<file path="config.mk">
export PLATFORM = sky130hd
export DESIGN_NAME = sort4_sequencer
export DESIGN_NICKNAME = d
export VERILOG_FILES = /design/src/rtl/sort4_sequencer.sv
export SDC_FILE = /design/constraint.sdc
export NUM_CORES = 1
export LEC_CHECK = 0
export CORE_MARGIN = 4
export CORE_UTILIZATION = 59
export DETAILED_ROUTE_END_ITERATION = 10
export GPL_TIMING_DRIVEN = 0
export PLACE_DENSITY_LB_ADDON = 0.2
export SYNTH_ARGS = -nofsm -noshare
export SYNTH_HDL_FRONTEND = slang
export SYNTH_SLANG_ARGS = --single-unit
</file>
<file path="constraint.sdc">
create_clock -name clk -period 7.7 [get_ports clk]
set_clock_uncertainty 0.2 [all_clocks]
set_input_delay 1.54 -clock clk [delete_from_list [all_inputs] [get_ports clk]]
set_output_delay 1.54 -clock clk [all_outputs]
set_load 0.1 [all_outputs]
</file>
<file path="src/rtl/sort4_sequencer.sv">
// rtl/sort4_sequencer.sv - four-word ascending sorter using one shared comparator.
// Loads four bytes, bubble-sorts them one compare-and-swap per clock, then streams them out.

module sort4_cmp (
    input  logic [7:0] a,
    input  logic [7:0] b,
    output logic       gr,
    output logic       eq
);
    assign gr = (a > b);
    assign eq = (a == b);
endmodule

module sort4_sequencer #(
    parameter logic SIGNED = 1'b1
) (
    input  logic       clk,
    input  logic       rst_n,
    input  logic       start,
    input  logic [7:0] din,
    input  logic       din_valid,
    output logic       ready,
    output logic       busy,
    output logic [7:0] dout,
    output logic       dout_valid,
    output logic       done,
    output logic [2:0] swap_count
);
    typedef enum logic [1:0] {S_IDLE, S_LOAD, S_SORT, S_DRAIN} state_t;

    state_t     state, state_next;
    logic [7:0] r [0:3];
    logic [1:0] idx;
    logic [1:0] j;
    logic [1:0] j_nx;
    logic [1:0] pass;
    logic       swapped;
    logic [1:0] k;
    logic [7:0] dout_hold;

    logic [7:0] sign_mask;
    logic [7:0] cmp_a;
    logic [7:0] cmp_b;
    logic       gr;
    logic       eq;
    logic       do_swap;
    logic       do_repass;

    // Flipping the sign bit maps two's complement onto unsigned ordering.
    assign sign_mask = SIGNED ? 8'h80 : 8'h00;
    assign j_nx      = j + 2'd1;
    assign cmp_a     = r[j] ^ sign_mask;
    assign cmp_b     = r[j_nx] ^ sign_mask;

    sort4_cmp u_cmp (
        .a  (cmp_a),
        .b  (cmp_b),
        .gr (gr),
        .eq (eq)
    );

    assign do_swap   = gr && !eq;
    assign do_repass = (swapped || do_swap) && (pass < 2'd2);

    always_ff @(posedge clk or negedge rst_n) begin
        if (!rst_n) begin
            state <= S_IDLE;
        end else begin
            state <= state_next;
        end
    end

    always_comb begin
        state_next = state;
        ready      = 1'b0;
        busy       = 1'b0;
        dout_valid = 1'b0;
        done       = 1'b0;
        dout       = dout_hold;
        case (state)
            S_IDLE: begin
                if (start) begin
                    state_next = S_LOAD;
                end
            end
            S_LOAD: begin
                ready = 1'b1;
                busy  = 1'b1;
                if (din_valid && idx == 2'd3) begin
                    state_next = S_SORT;
                end
            end
            S_SORT: begin
                busy = 1'b1;
                if (j == 2'd2 && !do_repass) begin
                    state_next = S_DRAIN;
                end
            end
            S_DRAIN: begin
                busy       = 1'b1;
                dout_valid = 1'b1;
                dout       = r[k];
                done       = (k == 2'd3);
                if (k == 2'd3) begin
                    state_next = S_IDLE;
                end
            end
            default: state_next = S_IDLE;
        endcase
    end

    always_ff @(posedge clk or negedge rst_n) begin
        if (!rst_n) begin
            for (int i = 0; i < 4; i++) begin
                r[i] <= 8'h00;
            end
            idx        <= 2'd0;
            j          <= 2'd0;
            pass       <= 2'd0;
            swapped    <= 1'b0;
            k          <= 2'd0;
            swap_count <= 3'd0;
            dout_hold  <= 8'h00;
        end else begin
            case (state)
                S_IDLE: begin
                    if (start) begin
                        idx        <= 2'd0;
                        swap_count <= 3'd0;
                    end
                end
                S_LOAD: begin
                    if (din_valid) begin
                        r[idx] <= din;
                        idx    <= idx + 2'd1;
                        if (idx == 2'd3) begin
                            j       <= 2'd0;
                            pass    <= 2'd0;
                            swapped <= 1'b0;
                        end
                    end
                end
                S_SORT: begin
                    if (do_swap) begin
                        r[j]       <= r[j_nx];
                        r[j_nx]    <= r[j];
                        swap_count <= swap_count + 3'd1;
                    end
                    if (j == 2'd2) begin
                        if (do_repass) begin
                            pass    <= pass + 2'd1;
                            j       <= 2'd0;
                            swapped <= 1'b0;
                        end else begin
                            k <= 2'd0;
                        end
                    end else begin
                        j       <= j_nx;
                        swapped <= swapped || do_swap;
                    end
                end
                S_DRAIN: begin
                    dout_hold <= r[k];
                    k         <= k + 2'd1;
                end
                default: ;
            endcase
        end
    end
endmodule

</file>
==> run summary, run 1 <==
Status: finished clean
Final setup fails: 0
Grt ovf: 0
Synthesis area per yosys: 4089 um2
H-tree depth: 2
Comb/total area: 0.5577
Vias/cell: 6.900
Crit share post-route: 0.6275
Layout cells sized above 1: 0.2339
Cells after DPL: 491
Tightest Hold Check Type: register to register
Nets: 455
DRC viols: 0
FP Core Util: 0.6052
XORs/XNORs by Area: 0.002142
Slew Viols, Final: 0
Ports: 27
ANT cells: 0
Non-CTS buffers: 53
Synth cell types: 52
DR vias: 3443
Crit Path Max Fanout: 10
CTS Buf Count: 5
Fillers: 510
Hold buffers post-CTS: 0
Adder Share, Synth: 0.07650
Count leader, synth: dfrtp_1
Top cell excl fill/tap: dfrtp_1
Clk slew on worst S/H paths: 0.10 ns
Top logic family: multiplexers
FF+latch count, synth: 54
Top cell category: combinational gates
Peak Freq: 207.0 MHz
Fraction of cell area in non-clock buffers: 0.08452
Synth-to-layout area growth: 11.87%
Cells in synth_stat.txt: 384
Die area: 8327 um2
Layout clock area frac: 0.02407
Post-synth EDFFs: 0
Worst Reg-to-Reg Cells: 13
CTS Sinks: 54
## run 1: final timing paths
kind / startpoint / endpoint / slack [ns]
max: state[0]$_DFFE_PN0P_ / dout[2] / 2.87
min: dout_hold[3]$_DFF_PN0_ / dout_hold[3]$_DFF_PN0_ / 0.30
max reg2reg: j[1]$_DFFE_PN0P_ / r[4]$_DFFE_PN0P_ / 3.16
min reg2reg: dout_hold[3]$_DFF_PN0_ / dout_hold[3]$_DFF_PN0_ / 0.30
max in group asynchronous: rst_n / r[9]$_DFFE_PN0P_ / 5.69
min in group asynchronous: rst_n / dout_hold[5]$_DFF_PN0_ / 1.05
## run 1: worst max-delay path, stage by stage, from the launching register on
cell and delay (ns):
dfrtp_1 0.41, ha_1 0.35, clkbuf_1 0.58, mux2_2 0.31
clkdlybuf4s50_1 1.13
## run 1: layer usage
metal  part of all wire  vias up  wire, um
met1               0.41     1698      4403
met5                  0        -         0
met4              0.045        0       487
met3              0.079       42       860
li1                   -     1517         -
met2               0.47      186      5117
## run 1: through the flow
step	util	area, um2	setup slack (ns)	hold WS (ns)
floorplan	-	4089	3.537	0.2939
global placement	0.6585	4449	3.224	0.2794
detailed placement	0.6607	4464	3.206	0.2843
CTS	0.6770	4574	2.857	0.3059
global route	0.6770	4574	2.790	0.3219
finish	0.6770	4574	2.868	0.3014
## run 1: kinds of logic (layout without fill, tap and decap cells)
family	count (synthesis)	count (layout)
AND-OR/OR-AND	121	121
XOR/XNOR	1	1
adder cells (fa/ha/maj)	25	25
buffers and inverters	46	81
flip-flops	54	54
multiplexers	66	66
AND/OR/NAND/NOR	71	71
## run 1: state kept, by name, summed over array words and instances (netlist names)
name	count
r	32
swapped	1
j	2
pass	2
state	2
swap_count	3
dout_hold	8
idx	2
k	2
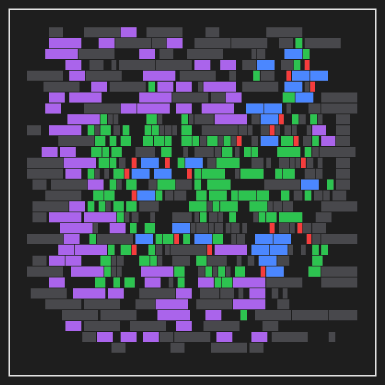
(run_1/gate_families.png)
(4 px per um)
[adder and majority cells] blue | cells: 25 | most used: ha_1
[inverting AOI/OAI gates] green | cells: 109 | most used: o21ai_0
[inverters] red | cells: 20 | most used: inv_1
[multiplexers] purple | cells: 66 | most used: mux2_2

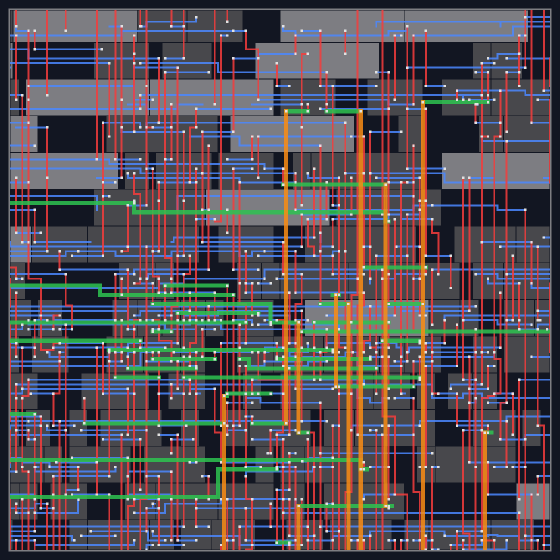
(run_1/zoom.png)
Window x 26 to 66, y 44 to 84 um. Cells in gray, sequential cells in the stronger gray; small squares are vias.
[met4] orange
[met1] blue
[met2] red
[met3] green
cells with their middle in the window: 120
sequential cells in the window: 11
netlist names of flops here include: r (8), k (2)
most frequent: o21ai_0 (13), a22oi_1 (12), dfrtp_1 (11)

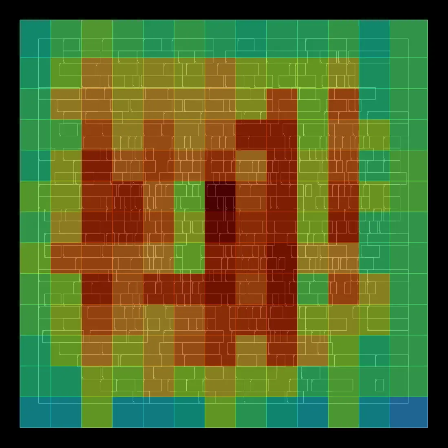
(run_1/final_congestion.png)
Global Route Usage Sum: 0.2678
DR WL/cell: 21.78 um

--- run 2 (diff from run 1) ---
--- a/config.mk
+++ b/config.mk
@@ -6,7 +6,7 @@
 export NUM_CORES = 1
 export LEC_CHECK = 0
 export CORE_MARGIN = 4
-export CORE_UTILIZATION = 59
+export CORE_UTILIZATION = 54
 export DETAILED_ROUTE_END_ITERATION = 10
 export GPL_TIMING_DRIVEN = 0
 export PLACE_DENSITY_LB_ADDON = 0.2
==> constraint.sdc (replaced) <==
create_clock -name clk -period 4.2 [get_ports clk]
set_clock_uncertainty 0.2 [all_clocks]
set_input_delay 0.84 -clock clk [delete_from_list [all_inputs] [get_ports clk]]
set_output_delay 0.84 -clock clk [all_outputs]
set_load 0.1 [all_outputs]
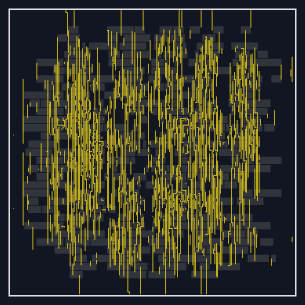
(run_2/met2.png)
(3 px per um) Cells faint in the background.
wire length on this layer: 5210 um
longest straight run: 54.4 um
main direction: vertical
nets with wire on the layer: 388
share of all routed wire: 47%

==> run 2 against run 1 <==
Wire length up 1.2%. Register-to-register slack worse by 2.9 ns. Setup slack worse by 2.7 ns. Highest routed layer unchanged.
==> run summary, run 2 <==
Status: finished clean
Synth-to-layout area growth: 14.26%
Crit-path leading delay family: buffers and inverters
H-tree depth: 2 (unchanged)
Clk slew on worst S/H paths: 0.10 ns (about the same)
R2r setup slk: 0.25 ns (-2.91 ns)
Global Route Usage Sum: 0.2579 (-0.009985)
FF+latch count, synth: 54 (unchanged)
Max reg flops: 32 (unchanged)
Die area: 9028 um2 (+8.4%)
CTS Buf Count: 5 (unchanged)
Vias/cell: 6.614 (-4.1%)
Cells in synth_stat.txt: 384 (unchanged)
DRC viols: 0 (unchanged)
DR WL/cell: 21.02 um (-3.5%)
Crit Path Max Fanout: 10 (unchanged)
Adder Share, Synth: 0.07650 (unchanged)
XORs/XNORs by Area: 0.002142 (unchanged)
CTS Sinks: 54 (unchanged)
Top logic family: multiplexers
Fillers: 605 (+19%)
ANT cells: 0 (unchanged)
Pre-CTS setup slack: -0.2643 ns (-3.470 ns)
Count leader, synth: dfrtp_1
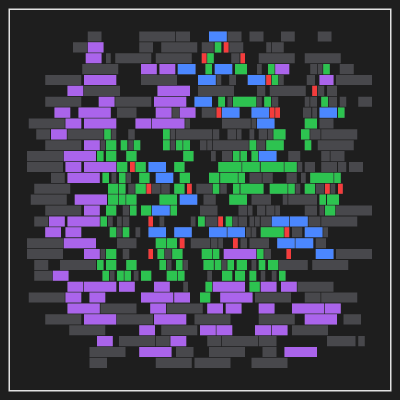
(run_2/gate_families.png)
(4 px per um)
[multiplexers] purple | cells: 66 | most used: mux2_2
[adder and majority cells] blue | cells: 25 | most used: ha_1
[inverters] red | cells: 20 | most used: inv_1
[inverting AOI/OAI gates] green | cells: 109 | most used: o21ai_0
Comb/total area: 0.5461
final non-filler cell total: 523

## run 2: cell counts after synthesis
No cell type changed its count.
## run 2: final timing paths
kind | start | to | depth (start not counted)
setup / recovery | state[0]$_DFFE_PN0P_ | done | 4
min in group asynchronous | rst_n | dout_hold[5]$_DFF_PN0_ | 1
hold reg to reg | dout_hold[2]$_DFF_PN0_ | dout_hold[2]$_DFF_PN0_ | 1
setup reg to reg | j[0]$_DFFE_PN0P_ | r[6]$_DFFE_PN0P_ | 12
hold / removal | dout_hold[2]$_DFF_PN0_ | dout_hold[2]$_DFF_PN0_ | 1
max in group asynchronous | rst_n | r[1]$_DFFE_PN0P_ | 2
## run 2: cells by family (layout without fill, tap and decap cells)
family / Yosys count / count (layout)
XOR/XNOR: 1 / 1
adder cells (fa/ha/maj): 25 / 25
AND/OR/NAND/NOR: 71 / 71
multiplexers: 66 / 66
flip-flops: 54 / 54
buffers and inverters: 46 / 86
AND-OR/OR-AND: 121 / 121
## run 2: stage by stage
stage	hold slack (ns)	area, um2	utilization	std cells
final	0.3058	4672	0.6407	523
after global routing	0.3319	4672	0.6407	523
after floorplan	0.2939	4089	-	384
after CTS	0.3160	4614	0.6328	521
after global placement	0.2798	4473	0.6134	509
after detailed placement	0.2856	4488	0.6155	510
## run 2: final cells by class
cell class	count	area (um2)	area share
flip-flops and latches	54	1351	0.2892
repair buffers	33	370.4	0.07927
clock inverters	3	18.77	0.004017
inverters	20	75.07	0.01607
multi-input cells	284	2551	0.5461
clock buffers	5	68.82	0.01473
plain buffers	25	112.6	0.02410
well taps	99	123.9	0.02651
